Figure 1. PDN straps and rails (run 1).
Drawn at 8 px/µm. Pins as bars on the die edge. Tap cells in grey.
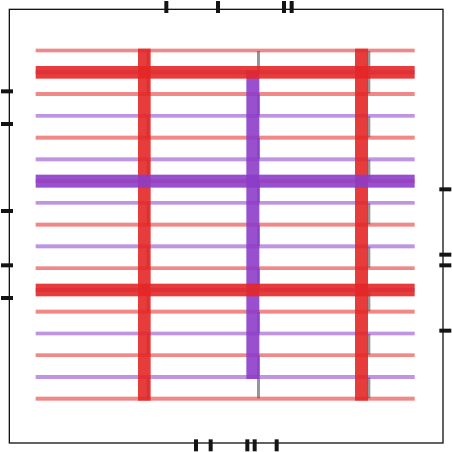
Figure 2. Cells coloured by class (run 1).
Drawn at 8 px/µm. Fill, decap, tap and diode cells in grey.
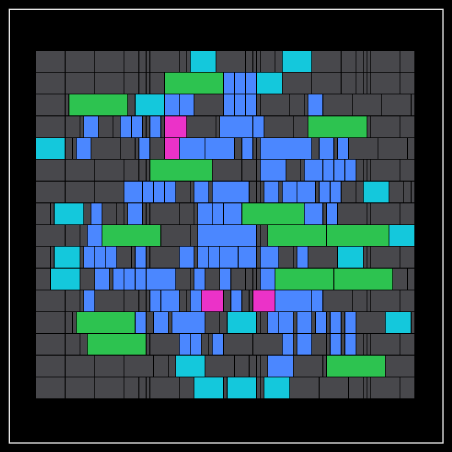
Figure 3. Clock wires, drivers and flops (run 1).
Drawn at 6 px/µm.
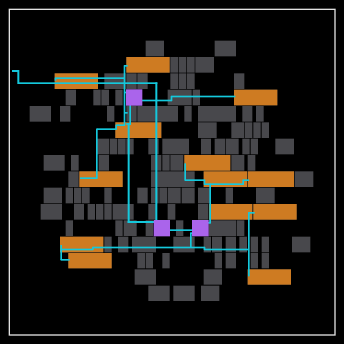
Figure 4. Routed metal, one colour a layer (run 1).
Drawn at 8 px/µm.
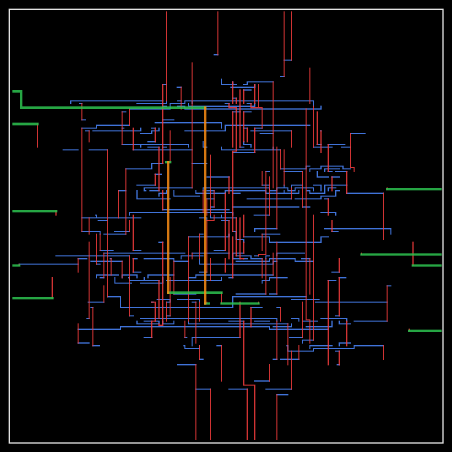
**src/rtl/count_seq_ctrl.sv**
```systemverilog
// count_seq_ctrl: repeating up-counter sequencer.
// One accepted start runs the counter 0..lim a total of reps+1 times,
// pulsing wrap at every terminal count and done once at the very end.
// pause freezes a run, abort (or rst) cancels it without any pulses.
module count_seq_ctrl #(
  parameter int WIDTH = 3,
  parameter int REPW  = 2
) (
  input  logic             clk,
  input  logic             rst,
  input  logic             start,
  input  logic [WIDTH-1:0] limit,
  input  logic [REPW-1:0]  reps,
  input  logic             pause,
  input  logic             abort,
  output logic [WIDTH-1:0] q,
  output logic             busy,
  output logic             wrap,
  output logic             done,
  output logic [REPW-1:0]  reps_left
);

  typedef enum logic [1:0] {
    IDLE = 2'd0,
    RUN  = 2'd1,
    DONE = 2'd2
  } state_t;

  state_t           state_q, state_d;
  logic [WIDTH-1:0] q_q, q_d;
  logic [WIDTH-1:0] lim_q, lim_d;
  logic [REPW-1:0]  reps_left_q, reps_left_d;
  logic             busy_q, busy_d;
  logic             wrap_q, wrap_d;
  logic             done_q, done_d;

  // Terminal count is an equality test against the captured limit, so a
  // limit of all-ones is reached before q could ever overflow.
  logic at_limit;
  assign at_limit = (q_q == lim_q);

  // Next-state and next-output logic; wrap/done default low so they are
  // single-cycle pulses unless a terminal count re-asserts them.
  always_comb begin
    state_d     = state_q;
    q_d         = q_q;
    lim_d       = lim_q;
    reps_left_d = reps_left_q;
    busy_d      = busy_q;
    wrap_d      = 1'b0;
    done_d      = 1'b0;

    case (state_q)
      IDLE: begin
        busy_d = 1'b0;
        if (start) begin
          state_d     = RUN;
          lim_d       = limit;
          reps_left_d = reps;
          q_d         = '0;
          busy_d      = 1'b1;
        end
      end

      RUN: begin
        if (abort) begin
          // abort outranks both pause and terminal-count detection
          state_d     = IDLE;
          q_d         = '0;
          busy_d      = 1'b0;
          reps_left_d = '0;
        end else if (!pause) begin
          if (!at_limit) begin
            q_d = q_q + WIDTH'(1);
          end else if (reps_left_q != '0) begin
            wrap_d      = 1'b1;
            q_d         = '0;
            reps_left_d = reps_left_q - REPW'(1);
          end else begin
            // final run complete: q stays parked at the limit
            wrap_d  = 1'b1;
            done_d  = 1'b1;
            busy_d  = 1'b0;
            state_d = DONE;
          end
        end
      end

      DONE: begin
        // single-cycle state; start is not looked at here
        state_d = IDLE;
        busy_d  = 1'b0;
        if (abort) begin
          q_d         = '0;
          reps_left_d = '0;
        end
      end

      default: begin
        state_d     = IDLE;
        q_d         = '0;
        busy_d      = 1'b0;
        reps_left_d = '0;
      end
    endcase
  end

  // State and output registers with synchronous reset.
  always_ff @(posedge clk) begin
    if (rst) begin
      state_q     <= IDLE;
      q_q         <= '0;
      lim_q       <= '0;
      reps_left_q <= '0;
      busy_q      <= 1'b0;
      wrap_q      <= 1'b0;
      done_q      <= 1'b0;
    end else begin
      state_q     <= state_d;
      q_q         <= q_d;
      lim_q       <= lim_d;
      reps_left_q <= reps_left_d;
      busy_q      <= busy_d;
      wrap_q      <= wrap_d;
      done_q      <= done_d;
    end
  end

  assign q         = q_q;
  assign busy      = busy_q;
  assign wrap      = wrap_q;
  assign done      = done_q;
  assign reps_left = reps_left_q;

endmodule

```
**config.mk**
```make
export PLATFORM = sky130hd
export DESIGN_NAME = count_seq_ctrl
export DESIGN_NICKNAME = d
export VERILOG_FILES = /design/src/rtl/count_seq_ctrl.sv
export SDC_FILE = /design/constraint.sdc
export NUM_CORES = 1
export LEC_CHECK = 0
export ABC_AREA = 1
export ABC_CLOCK_PERIOD_IN_PS = 1600
export CELL_PAD_IN_SITES_DETAIL_PLACEMENT = 0
export CELL_PAD_IN_SITES_GLOBAL_PLACEMENT = 1
export CORE_MARGIN = 3
export CORE_UTILIZATION = 32
export CTS_CLUSTER_DIAMETER = 30
export CTS_CLUSTER_SIZE = 12
export DETAILED_ROUTE_END_ITERATION = 16
export GPL_TIMING_DRIVEN = 0
export PLACE_DENSITY = 0.79
export SLEW_MARGIN = 20
export SYNTH_ARGS = -nofsm -noshare
export SYNTH_HDL_FRONTEND = slang
export SYNTH_SLANG_ARGS = --single-unit
```
**constraint.sdc**
```tcl
create_clock -name clk -period 1.6 [get_ports clk]
set_input_delay 0.48 -clock clk [delete_from_list [all_inputs] [get_ports clk]]
set_output_delay 0.48 -clock clk [all_outputs]
set_load 0.01 [all_outputs]
```
==> impl_metrics.ini, run 1 <==
; yosys + openroad results
[critical_path]
crit_fanout = 6
cp-end-kind = flip-flop
worst-endpoint-required_ns = 1.79
worst_setup_path_start_kind = input port
critPathKind = input port to flip-flop
cp.arrival_ns = 1.69

[pwr]
worst_ir_drop_vdd_uv = 443
pnr_total_power_uw = 852
power.density_nw_per_um2 = 884
static_power_due_to_leakage_uw = 0.000488

[logic_synthesis]
synth_cells = 104
postSynthAreaPerCell_um2 = 7.10
ys_seq_share_pct = 35.3
nets_at_floorplan = 116
synth_cell_type_count = 24
ys_chip_area_um2 = 738
yosysWarningCount = 0
yosysCellCount = 104
synth_register_bits = 13
post_synth_design_cell_area_um2 = 738

[routing]
detailedRoute.firstIterationViolations = 8
route.final.wire_length_mm = 1.47
detail_route.drc_violations = 0
routed_via_density = 4.47
detailedRoute.firstPassIterationCount = 4
antenna_left = 0

[job]
warnings = 26
max_cap_violations = 0

[sta]
final.min_clock_period_ns = 1.50
fin_crit_share_pct = 93.7
finalMaxSlewViolations = 0
hold_violations = 0
finalSetupViolations = 0
timing_worst_slew_pin_value_ns = 0.272
rsz0062_at_grt = no
max_clock_freq_mhz = 667
slew_headroom_pct = 81.8

[clocking]
cts_resized = 11
clock_tree_root = sky130_fd_sc_hd__clkbuf_4
clock-sinks = 13
clk_path_buf_depth = 2
tritoncts = built
tritoncts.num_buffers = 3
cts.reportedPaths.clkPinSlew_ns = 0.09
htree_num_levels = 1
cts_hold_buf = 0
cts_post_setup_buffers_inserted = 0

[die]
die-area_um2 = 2920
fp_util_pct = 35.8
placement_rows = 16
io-pin-count = 18

[cells_and_area]
finish.instance_area_um2 = 963
n_diodes = 0
lay_top_count = sky130_fd_sc_hd__nand2_1
area_delta_synth_final_pct = 30.5
layout.nets = 138
share_of_cells_above_drive_strength_1_pct = 19.2
mostFrequentLayoutCells = 23 x sky130_fd_sc_hd__nand2_1, 16 x sky130_fd_sc_hd__inv_1, 10 x sky130_fd_sc_hd__dfxtp_1

[place]
place_hpwl_mm = 1.19
gp_routability_congestion = 0.751
postPlaceCellArea_um2 = 942
portBuffers = 17

[hold_path]
worst_hold_path_type = flip-flop to flip-flop

[global_routing]
gr-total-overflow = 0
grt_start_max_net_pins = 9
grt_pass1_wl_mm = 2.45
grt_pass1_vias = 597
antenna_violations_before_repair = 0

[outcome]
status = finished clean
Notes on Figure 1 above:
[red] VSS
[purple] VDD
tap cells: 27
met1 rails: 17
width of the chip: 54.0 µm
chip height: 54.0 µm
CORE AREA: 2060 µm²

Notes on Figure 2 above:
[green] registers | cells: 13
[cyan] remaining buffers and delay cells | cells: 17
[blue] remaining logic cells | cells: 91
[magenta] clock drivers and dummy loads | cells: 4

Notes on Figure 3 above:
[cyan] clock wires | length: 214 µm
[orange] flip-flops | count: 13
[purple] clock-net drivers | count: 3
routed clock nets: 4
clock distribution power: 212 µW
largest clock skew in the final design: 0.00830 ns
clock network latency to the later pin of the worst-skew pair: 0.28 ns

Notes on Figure 4 above:
[green] M3 | wire length: 75.4 µm
[red] M2 | wire length: 630 µm
[orange] M4 | wire length: 40.8 µm
[blue] M1 | wire length: 727 µm
GRT Overall Usage: 12.2%
detailed-route wire length per cell: 9.69 µm
vias post-DR: 680

-- run 1: cell type report --
cell class	instances	area (µm²)
Timing Repair Buffer	17	160
Tap cell	27	33.8
Clock inverter	1	5.00
Fill cell	216	1100
Multi-Input combinational cell	71	403
Inverter	20	75.1
Clock buffer	3	22.5
Sequential cell	13	264
-- run 1: cells by family (layout without fill, tap and decap cells) --
kind of cell | Yosys count | after routing | synth area share [%]
AND/OR/NAND/NOR | 55 | 55 | 40.2
buffers and inverters | 20 | 41 | 10.2
AND-OR/OR-AND | 13 | 13 | 9.83
flip-flops | 13 | 13 | 35.3
adder cells (fa/ha/maj) | 2 | 2 | 3.39
XOR/XNOR | 1 | 1 | 1.19
-- run 1: cell usage after synthesis (all sizes together) --
library cell | n | area share, %
nand2 | 29 | 17
inv | 19 | 9.7
dfxtp | 13 | 35
nor2 | 13 | 11
nand3 | 9 | 9.2
o21ai | 7 | 4.7
a21oi | 5 | 3.9
ha | 2 | 3.4
nor3 | 2 | 1.4
clkinv | 1 | 0.51
nand4 | 1 | 0.85
nor4 | 1 | 0.85
o2bb2ai | 1 | 1.2
xnor2 | 1 | 1.2
-- run 1: worst paths after layout --
path	cells after the start	start	endpoint	slack, ns
setup / recovery	8	abort	reps_left[1]	0.10
hold / removal	2	lim_q[2]	lim_q[2]	0.47
setup reg to reg	8	reps_left[0]	reps_left[1]	0.19
hold reg to reg	2	lim_q[2]	lim_q[2]	0.47
-- run 1: state kept, by name, summed over array words and instances (netlist names) --
name       count
lim_q          3
reps_left      2
done           1
state_q        2
wrap           1
q              3
busy           1
-- run 1: worst max-delay path, stage by stage --
cell and delay [ns]:
sky130_fd_sc_hd__clkdlybuf4s50_1 0.47, sky130_fd_sc_hd__inv_1 0.07, sky130_fd_sc_hd__nand2_4 0.13, sky130_fd_sc_hd__clkinv_1 0.11, sky130_fd_sc_hd__nand2_1 0.11, sky130_fd_sc_hd__nand2_2 0.09, sky130_fd_sc_hd__o21ai_0 0.16, sky130_fd_sc_hd__nor2_1 0.05
-- run 1: stage by stage --
step | hold WS, ns | TNS, ns | cells | setup WS, ns | util [%]
after floorplan | 0.444 | 0 | 104 | 0.249 | -
after detailed placement | 0.464 | -1.11 | 148 | -0.208 | 45.7
final | 0.472 | 0 | 152 | 0.100 | 46.7
after global routing | 0.503 | 0 | 152 | 0.00457 | 46.7
after global placement | 0.454 | -1.04 | 148 | -0.191 | 45.7
after CTS | 0.476 | 0 | 152 | 0.104 | 46.7
-- run 1: where the power goes --
| group | internal [µW] | switching, µW | leakage (µW) |
|---|---|---|---|
| Sequential | 353 | 23.8 | 0.000108 |
| Combinational | 107 | 156 | 0.000363 |
| Clock | 92.8 | 119 | 0.0000177 |
| Total | 553 | 299 | 0.000488 |
-- run 1: routing by layer --
metal / GRT usage [%] / part of all wire [%] / wire, µm / vias up
li1: - / - / - / 374
met2: 17.5 / 43 / 630 / 13
met4: 8.71 / 2.7 / 40 / 0
met3: 4.16 / 5.1 / 75 / 4
met5: 0 / 0 / 0 / -
met1: 15.1 / 49 / 727 / 289
==> run 2, diff against run 1 <==
- GPL_TIMING_DRIVEN: 0 -> default
Figure 5. Routed metal, one colour a layer (run 2).
Drawn at 8 px/µm.
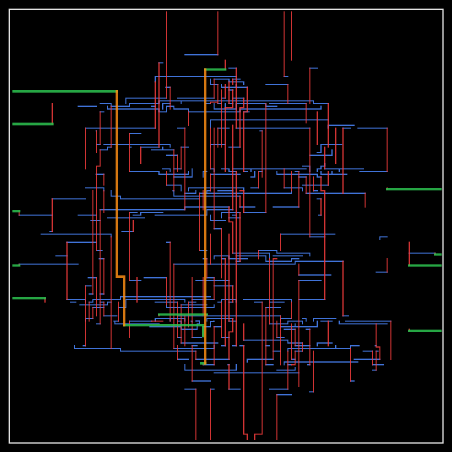
[orange] M4 | wire length: 66.9 µm
[blue] M1 | wire length: 765 µm
[red] M2 | wire length: 736 µm
[green] M3 | wire length: 58.2 µm

==> impl_metrics.ini, run 2 <==
; yosys + openroad results
[pwr]
power.density_nw_per_um2 = 856
pwr-share-seq_pct = 41.3
clock_power_share_pct = 24.5
worst_ir_drop_vdd_uv = 428
pwr-share-comb_pct = 34.1
p_int_uw = 580
static_power_due_to_leakage_uw = 0.000536
pnr_total_power_uw = 891
net-switching-power_uw = 312
power.share.switching_pct = 35.0

[sta]
max_clock_freq_mhz = 681
largest_clock_skew_in_the_final_design_ns = 0.00585
fin_crit_share_pct = 91.8
finalMaxSlewViolations = 0
rsz0062_at_grt = no
hold_violations = 0
finalSetupViolations = 0
timing_worst_slew_pin_value_ns = 0.283
slew_headroom_pct = 81.1
final.min_clock_period_ns = 1.47

[critical_path]
worstRegToRegCells = 8
cpLargestDelayFamily = buffers and inverters
crit-reg2reg-launch = reps_left[0]
regToRegSetupSlack_ns = 0.17
timing.rr.end = reps_left[1]
cp.buffers_inverters = 4
worst_setup_path_start_kind = input port
crit_top_cell = sky130_fd_sc_hd__inv_1
critical_path.startpoint = abort
worst-endpoint-required_ns = 1.79
cp.arrival_ns = 1.66
crit_fanout = 4
critPathKind = input port to flip-flop
timing.critical_path.slowest_stage_cell = sky130_fd_sc_hd__clkdlybuf4s50_1
cp-end-kind = flip-flop
worst_path_largest_cell_delay_ns = 0.48
crit_chain = clkdlybuf4s50_1 > inv_1 > nand2_4 > clkinv_1 > nand2_1 > nand3_1 > o21ai_1 > inv_1

[routing]
detailedRoute.firstPassIterationCount = 4
antenna_left = 0
detail_route.drc_violations = 0
routed_wire_length_per_instance_um = 9.98
vias = 714
route.final.wire_length_mm = 1.63
routed_via_density = 4.38
detailedRoute.firstIterationViolations = 16

[logic_synthesis]
ys_chip_area_um2 = 738
ys_seq_share_pct = 35.3
yosysWarningCount = 0
synth-edff-count = 0
synth_cell_type_count = 24
muxShareOfSynthArea_pct = 0
synth_top_cell_by_count = sky130_fd_sc_hd__nand2_1
commonest_cells_post_synth = 23 x sky130_fd_sc_hd__nand2_1, 16 x sky130_fd_sc_hd__inv_1, 13 x sky130_fd_sc_hd__dfxtp_1
synth-adder-area-share_pct = 3.39
synth.area.top_cells = sky130_fd_sc_hd__dfxtp_1 35%, sky130_fd_sc_hd__nand2_1 12%, sky130_fd_sc_hd__inv_1 8.1%
ys.flop_type = sky130_fd_sc_hd__dfxtp_1
synth_cells = 104
synthTopLogicFamily = simple AND/OR/NAND/NOR gates
postSynthAreaPerCell_um2 = 7.10
synth_register_bits = 13
simple_gate_share_pct = 40.2
synth_compound_gate_area_share_pct = 9.83
synth.top_cell.area_share_pct = 35.3
async_reset_ff_share_pct = 0
synthXorXnorAreaFrac_pct = 1.19
nets_at_floorplan = 116
synth.largest_area_cell = sky130_fd_sc_hd__dfxtp_1
post_synth_design_cell_area_um2 = 738
yosysCellCount = 104

[clocking]
cts.reportedPaths.clkPinSlew_ns = 0.09
tritoncts.num_buffers = 3
clock_latency_ns = 0.29
clock_tree_root = sky130_fd_sc_hd__clkbuf_4
htree_num_levels = 1
clk_path_buf_depth = 2
tritoncts = built
clock-sinks = 13

[global_routing]
grt_usage_pct = 13.1
grt_pass1_wl_mm = 2.61
grt_pass1_vias = 656
grt_start_max_net_pins = 8
antenna_violations_before_repair = 0
gr-total-overflow = 0

[die]
placement_rows = 16
coreArea_um2 = 2060
die_w_um = 54.0
die-area_um2 = 2920
io-pin-count = 18
fp_util_pct = 35.8
fp.dieH_um = 54.0

[job]
warnings = 26
max_cap_violations = 0

[cells_and_area]
share_of_cells_above_drive_strength_1_pct = 22.8
lay_top_count = sky130_fd_sc_hd__nand2_1
layout.nets = 149
n_diodes = 0
mostFrequentLayoutCells = 23 x sky130_fd_sc_hd__nand2_1, 16 x sky130_fd_sc_hd__inv_1, 13 x sky130_fd_sc_hd__dfxtp_1
final_cells = 163
area_delta_synth_final_pct = 41.0

[hold_path]
worst_hold_path_type = flip-flop to flip-flop
worst_hold_path.endpoint = lim_q[2]
worstHoldPathCells = 2
hold_path_startpoint = lim_q[2]

[place]
gp_routability_congestion = 0.769
portBuffers = 17
placedCellCount = 159
place_hpwl_mm = 1.29

[outcome]
status = finished clean
run 2: cell counts after synthesis:
No cell type changed its count.
run 2: final cells by class:
type                            instances  area (µm²)
Multi-Input combinational cell         71         403
Sequential cell                        13         260
Fill cell                             215        1020
Inverter                               20        75.1
Clock buffer                            4        26.3
Timing Repair Buffer                   28         243
Tap cell                               27        33.8
run 2: worst max path at each step:
stage | end | slack [ns] | depth (start not counted)
after floorplan | reps_left[0] | 0.25 | 8
after global placement | reps_left[0] | -0.18 | 8
after detailed placement | reps_left[0] | -0.19 | 8
after CTS | reps_left[0] | 0.12 | 8
after global routing | reps_left[1] | 0.03 | 8
final | state_q[0] | 0.13 | 8
run 2: logic make-up after synthesis:
family,after synthesis
buffers and inverters,20
adder cells (fa/ha/maj),2
XOR/XNOR,1
AND-OR/OR-AND,13
AND/OR/NAND/NOR,55
flip-flops,13
run 2: power by group through the flow:
stage	Clock [µW]	Combinational [µW]	Sequential, µW
final	219	304	368
after global routing	233	342	373
after CTS	226	306	369
after detailed placement	0	315	377
after global placement	0	313	376
after floorplan	0	183	388
run 2: stage by stage:
step	hold WS (ns)	TNS (ns)	util, %	setup WS [ns]	cell area (µm²)
after global routing	0.505	0	50.5	0.0330	1040
after CTS	0.479	0	50.5	0.121	1040
after floorplan	0.444	0	-	0.249	738
after detailed placement	0.467	-1.12	49.7	-0.192	1020
after global placement	0.449	-0.842	49.7	-0.182	1020
final	0.475	0	50.5	0.131	1040
run 2: worst reg2reg max path: stages (launching register included):
cell,delay (ns)
sky130_fd_sc_hd__dfxtp_1,0.38
sky130_fd_sc_hd__inv_1,0.06
sky130_fd_sc_hd__ha_1,0.19
sky130_fd_sc_hd__inv_1,0.20
sky130_fd_sc_hd__nor2_8,0.07
sky130_fd_sc_hd__nor2_1,0.14
sky130_fd_sc_hd__nand2_2,0.10
sky130_fd_sc_hd__o21ai_0,0.15
sky130_fd_sc_hd__nor2_1,0.05
run 2: repair_timing:
item	CTS	global route
buffers inserted	0	0
gates resized	8	1
endpoints found under the hold margin	0	0
hold buffers	0	0
setup endpoints to repair	8	1
run 2: layer usage:
metal  global-route usage [%]  up-vias  share of wire, %
met5                        0        -                 0
met4                     11.2        0               4.1
met3                     2.49        4               3.6
met2                     20.4       13                45
met1                     15.3      306                47
li1                         -      391                 -
==> run 3, diff against run 2 <==
- ABC_AREA: 1 -> default
- ABC_CLOCK_PERIOD_IN_PS: 1600 -> 1400
- CELL_PAD_IN_SITES_DETAIL_PLACEMENT: 0 -> default
- CELL_PAD_IN_SITES_GLOBAL_PLACEMENT: 1 -> default
- PLACE_DENSITY: 0.79 -> 0.61
- clock period: 1.6 -> 1.4 ns (I/O delays scaled with it)
Figure 6. Routed metal, one colour a layer (run 3).
Drawn at 10 px/µm.
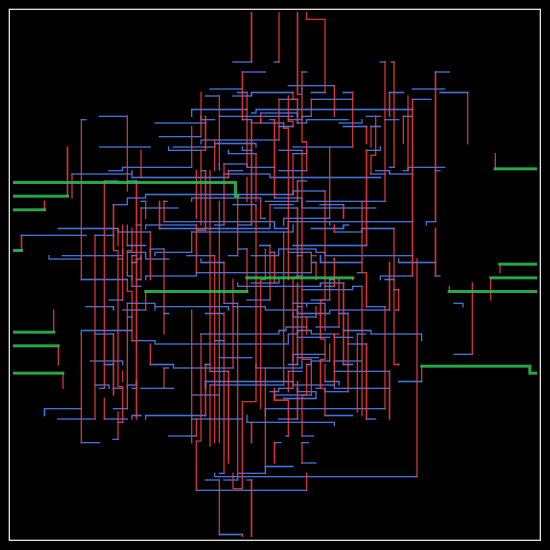
[red] M2 | wire length: 1030 µm
[green] M3 | wire length: 99.2 µm
[blue] M1 | wire length: 828 µm
wire length after detailed routing: 1.96 mm
detailed-route wire length per cell: 13.2 µm
GRT Overall Usage: 15.0%
vias post-DR: 725

==> impl_metrics.ini, run 3 <==
; yosys + openroad results
[critical_path]
worstRegToRegCells = 4
worst_setup_path_start_kind = flip-flop
crit_fanout = 2
crit-reg2reg-launch = lim_q[2]
cp.arrival_ns = 1.82
critPathKind = flip-flop to flip-flop
regToRegSetupSlack_ns = -0.25
timing.rr.end = reps_left[1]
cp-end-kind = flip-flop
worst-endpoint-required_ns = 1.57

[sta]
max_clock_freq_mhz = 607
final.min_clock_period_ns = 1.65
hold_violations = 0
finalSetupViolations = 5
timing_worst_slew_pin_value_ns = 0.343
finalMaxSlewViolations = 0
slew_headroom_pct = 77.0
rsz0062_at_grt = yes
largest_clock_skew_in_the_final_design_ns = 0.00455
layout_setup_ws_ns = -0.248
fin_crit_share_pct = 118

[logic_synthesis]
synth_cell_type_count = 34
synth-edff-count = 0
synth_top_cell_by_count = sky130_fd_sc_hd__dfxtp_1
commonest_cells_post_synth = 13 x sky130_fd_sc_hd__dfxtp_1, 9 x sky130_fd_sc_hd__a21oi_1, 7 x sky130_fd_sc_hd__nand2_1
ys.flop_type = sky130_fd_sc_hd__dfxtp_1
post_synth_design_cell_area_um2 = 706
nets_at_floorplan = 91
yosysWarningCount = 0
async_reset_ff_share_pct = 0
ys_seq_share_pct = 36.9
yosysCellCount = 79
synth.area.top_cells = sky130_fd_sc_hd__dfxtp_1 37%, sky130_fd_sc_hd__a21oi_1 6.4%, sky130_fd_sc_hd__nand2_1 3.7%
synth.top_cell.area_share_pct = 36.9
ys_chip_area_um2 = 706
postSynthAreaPerCell_um2 = 8.93
synth.largest_area_cell = sky130_fd_sc_hd__dfxtp_1
synth_cells = 79
synth_register_bits = 13

[place]
gp_routability_congestion = 0.790
placedCellCount = 143
postPlaceCellArea_um2 = 1080
place_hpwl_mm = 1.37
portBuffers = 17
placement.setup.worst_slack_ns = -0.658

[cells_and_area]
n_diodes = 0
final_cells = 148
final_core_util_pct = 59.0
fillers = 175
finish.instance_area_um2 = 1190
layout.nets = 134
share_of_cells_above_drive_strength_1_pct = 45.5
mostFrequentLayoutCells = 22 x sky130_fd_sc_hd__buf_4, 8 x sky130_fd_sc_hd__a21oi_1, 8 x sky130_fd_sc_hd__dfxtp_2
area_delta_synth_final_pct = 69.1
lay_top_count = sky130_fd_sc_hd__buf_4

[pwr]
worst_ir_drop_vdd_uv = 603
pnr_total_power_uw = 918
static_power_due_to_leakage_uw = 0.000501
power.density_nw_per_um2 = 769

[global_routing]
gr-total-overflow = 0
grt_start_max_net_pins = 9
antenna_violations_before_repair = 0
grt_pass1_vias = 686
grt_pass1_wl_mm = 3.02

[hold_path]
hold_path_startpoint = busy
worst_hold_path_type = flip-flop to flip-flop
worst_hold_path.endpoint = busy
worstHoldPathCells = 2

[die]
io-pin-count = 18
coreArea_um2 = 2020
die-area_um2 = 2800
fp.dieH_um = 53.0
die_w_um = 53.0
placement_rows = 16
fp_util_pct = 34.9

[clocking]
htree_num_levels = 1
clk_path_buf_depth = 2
clock-sinks = 13
tritoncts = built
clock_tree_root = sky130_fd_sc_hd__clkbuf_4
cts.reportedPaths.clkPinSlew_ns = 0.09
clock_latency_ns = 0.28
cts_hold_buf = 0
tritoncts.num_buffers = 3

[outcome]
failed_checks = negative setup slack
status = finished, violations left

[routing]
detailedRoute.firstPassIterationCount = 4
detail_route.drc_violations = 0
routed_via_density = 4.90
antenna_left = 0
detailedRoute.firstIterationViolations = 13

[job]
max_cap_violations = 0
warnings = 29
==> run 3: repair_timing <==
item / CTS / global route
buffers inserted: 1 / 0
setup endpoints to repair: 16 / 11
resized: 31 / 9
pin swaps: 4 / 2
==> run 3: cell families (layout without fill, tap and decap cells) <==
kind of cell / Yosys count / in the layout / synth area share (%)
xor+xnor: 6 / 6 / 7.45
fa+ha+maj: 2 / 2 / 3.55
mux: 3 / 3 / 4.96
compound gates: 19 / 19 / 16.3
buf+inv: 7 / 49 / 4.25
simple gates: 29 / 29 / 26.6
flops: 13 / 13 / 36.9
==> run 3: how the worst max path moves through the flow <==
stage,startpoint,endpoint,slack [ns]
2_1_floorplan,q[2],reps_left[1],-0.21
4_1_cts,lim_q[2],reps_left[1],-0.24
6_report,lim_q[2],reps_left[1],-0.25
3_3_place_gp,abort,q[2],-0.62
3_5_place_dp,abort,q[0],-0.66
5_1_grt,lim_q[2],reps_left[1],-0.30
==> run 3: worst max-delay path, cell delays in order (launching register included) <==
cell                      delay [ns]
sky130_fd_sc_hd__dfxtp_2        0.33
sky130_fd_sc_hd__xor2_1         0.17
sky130_fd_sc_hd__or4_4          0.54
sky130_fd_sc_hd__a21o_1         0.20
sky130_fd_sc_hd__mux2_4         0.29
==> run 3: per-stage QoR <==
step / hold slack (ns) / TNS [ns]
3_5_place_dp: 0.490 / -4.70
2_1_floorplan: 0.473 / -0.429
3_3_place_gp: 0.485 / -4.23
6_report: 0.508 / -0.790
4_1_cts: 0.508 / -0.732
5_1_grt: 0.560 / -1.13
==> run 3: where the power goes <==
group	total, µW	switching, µW	internal (µW)
clock network	241	131	111
registers	402	12.4	389
logic	275	121	155
total	918	264	655
==> run 3: layout make-up <==
cell class	count	area, µm²	area share [%]
multi-input combinational	59	524	43.9
timing repair buffer	40	320	26.8
sequential	13	270	22.6
tap	27	33.8	2.83
clock buffer	4	26.3	2.20
inverter	5	18.8	1.57
==> run 3: routing by layer <==
metal | wire [µm] | vias to the layer above | track usage, %
li1 | - | 371 | -
met1 | 828 | 338 | 17.7
met2 | 1030 | 16 | 26.2
met3 | 99 | 0 | 5.35
met4 | 0 | 0 | 2.55
met5 | 0 | - | 0
No activity file was given, so power comes from the tool's default toggle rates.
